power_grid.png
The bar under the picture is 20 um long. Pins as bars on the die edge.
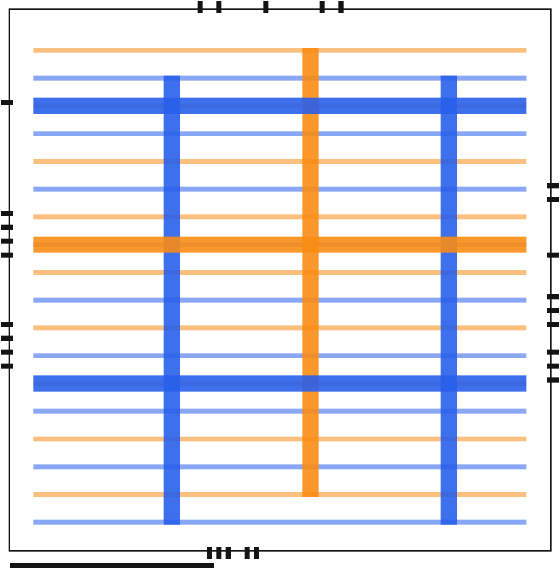
placement_by_type.png
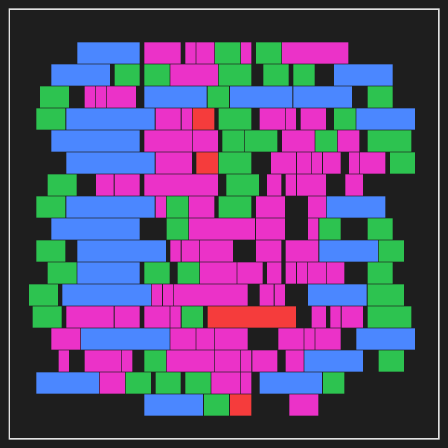
clk_routes.png
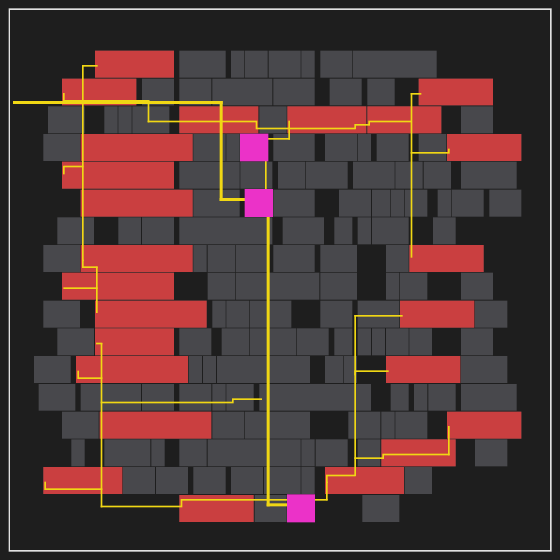
**config.mk**
```make
export PLATFORM = sky130hd
export DESIGN_NAME = clken_divider_bank
export DESIGN_NICKNAME = d
export VERILOG_FILES = /design/src/rtl/clken_divider_bank.sv
export SDC_FILE = /design/constraint.sdc
export NUM_CORES = 1
export LEC_CHECK = 0
export CAP_MARGIN = 20
export CORE_MARGIN = 2
export CORE_UTILIZATION = 48
export DETAILED_ROUTE_END_ITERATION = 8
export GPL_TIMING_DRIVEN = 0
export MAX_ROUTING_LAYER = met4
export PLACE_DENSITY = 0.74
export SETUP_SLACK_MARGIN = 0.4
export SLEW_MARGIN = 30
export SYNTH_ARGS = -nofsm -noshare
export SYNTH_HDL_FRONTEND = slang
export SYNTH_HIERARCHICAL = 1
export SYNTH_SLANG_ARGS = --single-unit
```
**constraint.sdc**
```tcl
create_clock -name clk_ppu -period 2.6 [get_ports clk_ppu]
set_clock_uncertainty 0.15 [all_clocks]
set_input_delay 0.65 -clock clk_ppu [delete_from_list [all_inputs] [get_ports clk_ppu]]
set_output_delay 0.65 -clock clk_ppu [all_outputs]
set_load 0.05 [all_outputs]
```
**src/rtl/clken_divider_bank.sv**
```systemverilog
// Bank of runtime-divisor clock-enable channels in the clk_ppu domain, each with
// a phase count, a one-cycle enable strobe and a strobe-sequenced domain reset.

module clken_div_ch #(
    parameter int CNT_W    = 4,
    parameter int RST_HOLD = 2
) (
    input  logic             clk_ppu,
    input  logic             rst_ppu_n,
    input  logic             locked,
    input  logic             align,
    input  logic             run,
    input  logic [CNT_W-1:0] div_in,
    output logic [CNT_W-1:0] phase,
    output logic             strobe,
    output logic             rst_ch,
    output logic             div_err
);
    localparam int HOLD_W = (RST_HOLD > 0) ? $clog2(RST_HOLD + 1) : 1;
    localparam logic [CNT_W-1:0]  ONE_C    = CNT_W'(1);
    localparam logic [HOLD_W-1:0] ONE_H    = HOLD_W'(1);
    localparam logic [HOLD_W-1:0] HOLD_MAX = HOLD_W'(RST_HOLD);

    logic [CNT_W-1:0]  cnt, d;
    logic [HOLD_W-1:0] hold, hold_nxt;
    logic              active, wrap;

    assign active = locked & run & (d != '0);
    assign wrap   = (cnt == d - ONE_C);
    assign strobe = rst_ppu_n & active & ~align & wrap;
    assign phase  = cnt;

    // hold counts strobes since lock and saturates at RST_HOLD
    always_comb begin
        hold_nxt = hold;
        if (strobe && (hold < HOLD_MAX))
            hold_nxt = hold + ONE_H;
    end

    always_ff @(posedge clk_ppu) begin
        if (!rst_ppu_n) begin
            cnt     <= '0;
            d       <= div_in;
            hold    <= '0;
            rst_ch  <= 1'b1;
            div_err <= 1'b0;
        end else begin
            div_err <= (d == '0);
            if (!locked) begin
                cnt    <= '0;
                hold   <= '0;
                rst_ch <= 1'b1;
            end else begin
                hold   <= hold_nxt;
                rst_ch <= (hold_nxt < HOLD_MAX);
                // a zero divisor reloads every cycle so a nonzero write restarts at phase 0
                if (align || (d == '0)) begin
                    cnt <= '0;
                    d   <= div_in;
                end else if (run) begin
                    if (wrap) begin
                        cnt <= '0;
                        d   <= div_in;
                    end else begin
                        cnt <= cnt + ONE_C;
                    end
                end
            end
        end
    end
endmodule

module clken_divider_bank #(
    parameter int NUM_CH   = 2,
    parameter int CNT_W    = 4,
    parameter int RST_HOLD = 2
) (
    input  logic                    clk_ppu,
    input  logic                    rst_ppu_n,
    input  logic                    locked,
    input  logic                    align,
    input  logic [NUM_CH-1:0]       ch_run,
    input  logic [NUM_CH*CNT_W-1:0] div,
    output logic [NUM_CH*CNT_W-1:0] phase,
    output logic [NUM_CH-1:0]       strobe,
    output logic [NUM_CH-1:0]       rst_ch,
    output logic [NUM_CH-1:0]       div_err
);
    for (genvar i = 0; i < NUM_CH; i++) begin : g_ch
        clken_div_ch #(
            .CNT_W    (CNT_W),
            .RST_HOLD (RST_HOLD)
        ) u_ch (
            .clk_ppu   (clk_ppu),
            .rst_ppu_n (rst_ppu_n),
            .locked    (locked),
            .align     (align),
            .run       (ch_run[i]),
            .div_in    (div[i*CNT_W +: CNT_W]),
            .phase     (phase[i*CNT_W +: CNT_W]),
            .strobe    (strobe[i]),
            .rst_ch    (rst_ch[i]),
            .div_err   (div_err[i])
        );
    end
endmodule
```
==> flow_metrics.tcl <==
# yosys + openroad results
set metrics [dict create \
    status "finished, violations left" \
    violations "setup timing" \
    critPathBufInv 1 \
    fin_ws_ns -0.0400 \
    cp_slowest_cell "edfxtp_1" \
    n_fill_cell 139 \
    ys.flop_type "dfxtp_1" \
    hold_path_end "g_ch[1].u_ch/rst_ch" \
    ant_nets 0 \
    path_clk_slew_ns 0.13 \
    cts-root-buf "clkbuf_4" \
    hold_path_class "register to register" \
    fmax_mhz 379 \
    tightest_slew_ns 0.516 \
    synth.net_count 124 \
    cts_tree "built" \
    grt_usage_pct 20.8 \
    drt-vias-per-instance 5.10 \
    cp.required_ns 1.80 \
    max-clock-path-buffers 2 \
    avgSynthCellArea_um2 10.8 \
    htree_levels 1 \
    maxCapViolations 0 \
    reg2reg_depth 13 \
    drt-total-wl_um 2670 \
    synth_stat.cells 106 \
    setup_violations 1 \
    cpPeakStageDelay_ns 0.54 \
    post-route-period-util_pct 102 \
    ys_warn_count 6 \
    ir_drop_mv 0.355 \
    post-place-ws_ns -0.799 \
    yosys-top-cells-area "dfxtp_1, edfxtp_1, xor2_1" \
    cts_buffers 3 \
    placed_area_um2 1460 \
    slew_violations 0 \
    rsz0062_at_grt "true" \
    cts_hold_buf 0 \
]
Notes on power_grid.png above:
legend:
  blue:
    net: VSS
  orange:
    net: VDD
met5 straps: 3
rows: 17
met1 rails: 18
Die Wd: 52.9 um
core box area: 2230 um2

Notes on placement_by_type.png above:
legend:
  red:
    class: clock drivers and dummy loads
    cells: 4
    share_of_their_area: 3.1%
  green:
    class: remaining buffers and delay cells
    cells: 45
    share_of_their_area: 24%
  blue:
    class: sequential cells
    cells: 24
    share_of_their_area: 33%
  magenta:
    class: combinational and other logic
    cells: 82
    share_of_their_area: 39%
fin area: 1750 um2
Final Util: 78.4%
sequential share of cell area: 32.4%
row count: 17

Notes on clk_routes.png above:
legend:
  yellow:
    item: clock wires
    length: 275 um
  magenta:
    item: clock drivers
    count: 3
  red:
    item: flip-flops
    count: 24
flops lie: widely spread
routed clock nets: 4
clk ins delay skew pair: 0.32 ns
Clk pwr share: 32.1%
clock network power: 273 uW

-- worst max-delay path by stage --
stage	cells past startpoint	from	endpoint
floorplan	5	g_ch[0].u_ch/d[0]	strobe[0]
global placement	5	rst_ppu_n	strobe[1]
detailed placement	5	rst_ppu_n	strobe[0]
CTS	6	g_ch[0].u_ch/d[0]	strobe[0]
global route	4	g_ch[0].u_ch/d[2]	strobe[0]
finish	4	g_ch[0].u_ch/d[2]	strobe[0]
-- kinds of logic after synthesis --
| logic type | count (synthesis) | share of synthesized area (%) |
|---|---|---|
| flip-flops | 24 | 48.8 |
| AND-OR/OR-AND | 14 | 8.93 |
| XOR/XNOR | 18 | 16.1 |
| AND/OR/NAND/NOR | 40 | 18.7 |
| adder cells (fa/ha/maj) | 4 | 4.36 |
| buffers and inverters | 4 | 1.31 |
| multiplexers | 2 | 1.74 |
-- state kept, by name, indices dropped and copies added, names as in the netlist, named ones only --
signal / count
g_ch.u_ch/rst_ch: 2
g_ch.u_ch/div_err: 2
g_ch.u_ch/phase: 8
g_ch.u_ch/d: 8
g_ch.u_ch/hold: 2
-- stage by stage --
stage | total power, mW | TNS (ns) | util, %
floorplan | 0.478 | 0 | -
global placement | 0.514 | -1.56 | 65.4
detailed placement | 0.518 | -1.59 | 65.4
CTS | 0.819 | -0.0161 | 74.6
global route | 0.886 | -0.135 | 78.4
finish | 0.851 | -0.0400 | 78.4
-- cell usage in the layout (no fill, tap or decap), drive strengths merged, types with 2 or more instances in the layout --
cell,netlist,final
nor3,6,6
clkdlybuf4s50,0,8
dfxtp,16,16
a22o,2,2
ha,4,4
and2,4,4
inv,4,4
nor3b,2,2
a31oi,2,2
edfxtp,8,8
dlygate4sd2,0,16
nand4,4,4
o21ai,4,4
a31o,2,2
xnor3,2,2
nor2,14,14
a22oi,2,2
nand2,6,6
a21bo,2,2
and4,2,2
xnor2,6,6
and3,2,2
clkbuf,0,3
mux2i,2,2
xor2,10,10
buf,0,20
-- final cells by class --
type | count | area, um2 | share of cell area, %
Tap cell | 28 | 35.0 | 2.00
Inverter | 4 | 15.0 | 0.857
Timing Repair Buffer | 45 | 420 | 24.0
Clock inverter | 1 | 30.0 | 1.71
Multi-Input combinational cell | 78 | 661 | 37.7
Sequential cell | 24 | 568 | 32.4
Clock buffer | 3 | 22.5 | 1.29
-- where the power goes --
group / switching, mW / internal (mW) / total (mW)
sequential: 0.0116 / 0.400 / 0.412
combinational: 0.0729 / 0.0930 / 0.166
clock: 0.117 / 0.156 / 0.273
-- repair_timing --
action	in CTS	in global routing
setup buffers	15	3
pin swaps	7	4
resized	44	13
endpoints found under the setup margin	14	11
-- routing by layer --
layer | routed length (um) | up-vias | GRT usage, %
met5 | 0 | - | -
met4 | 38 | 0 | 10.3
met3 | 105 | 4 | 2.82
met2 | 1340 | 26 | 32.1
met1 | 1190 | 433 | 27.0
li1 | - | 471 | -
No activity file was given, so power comes from the tool's default toggle rates.
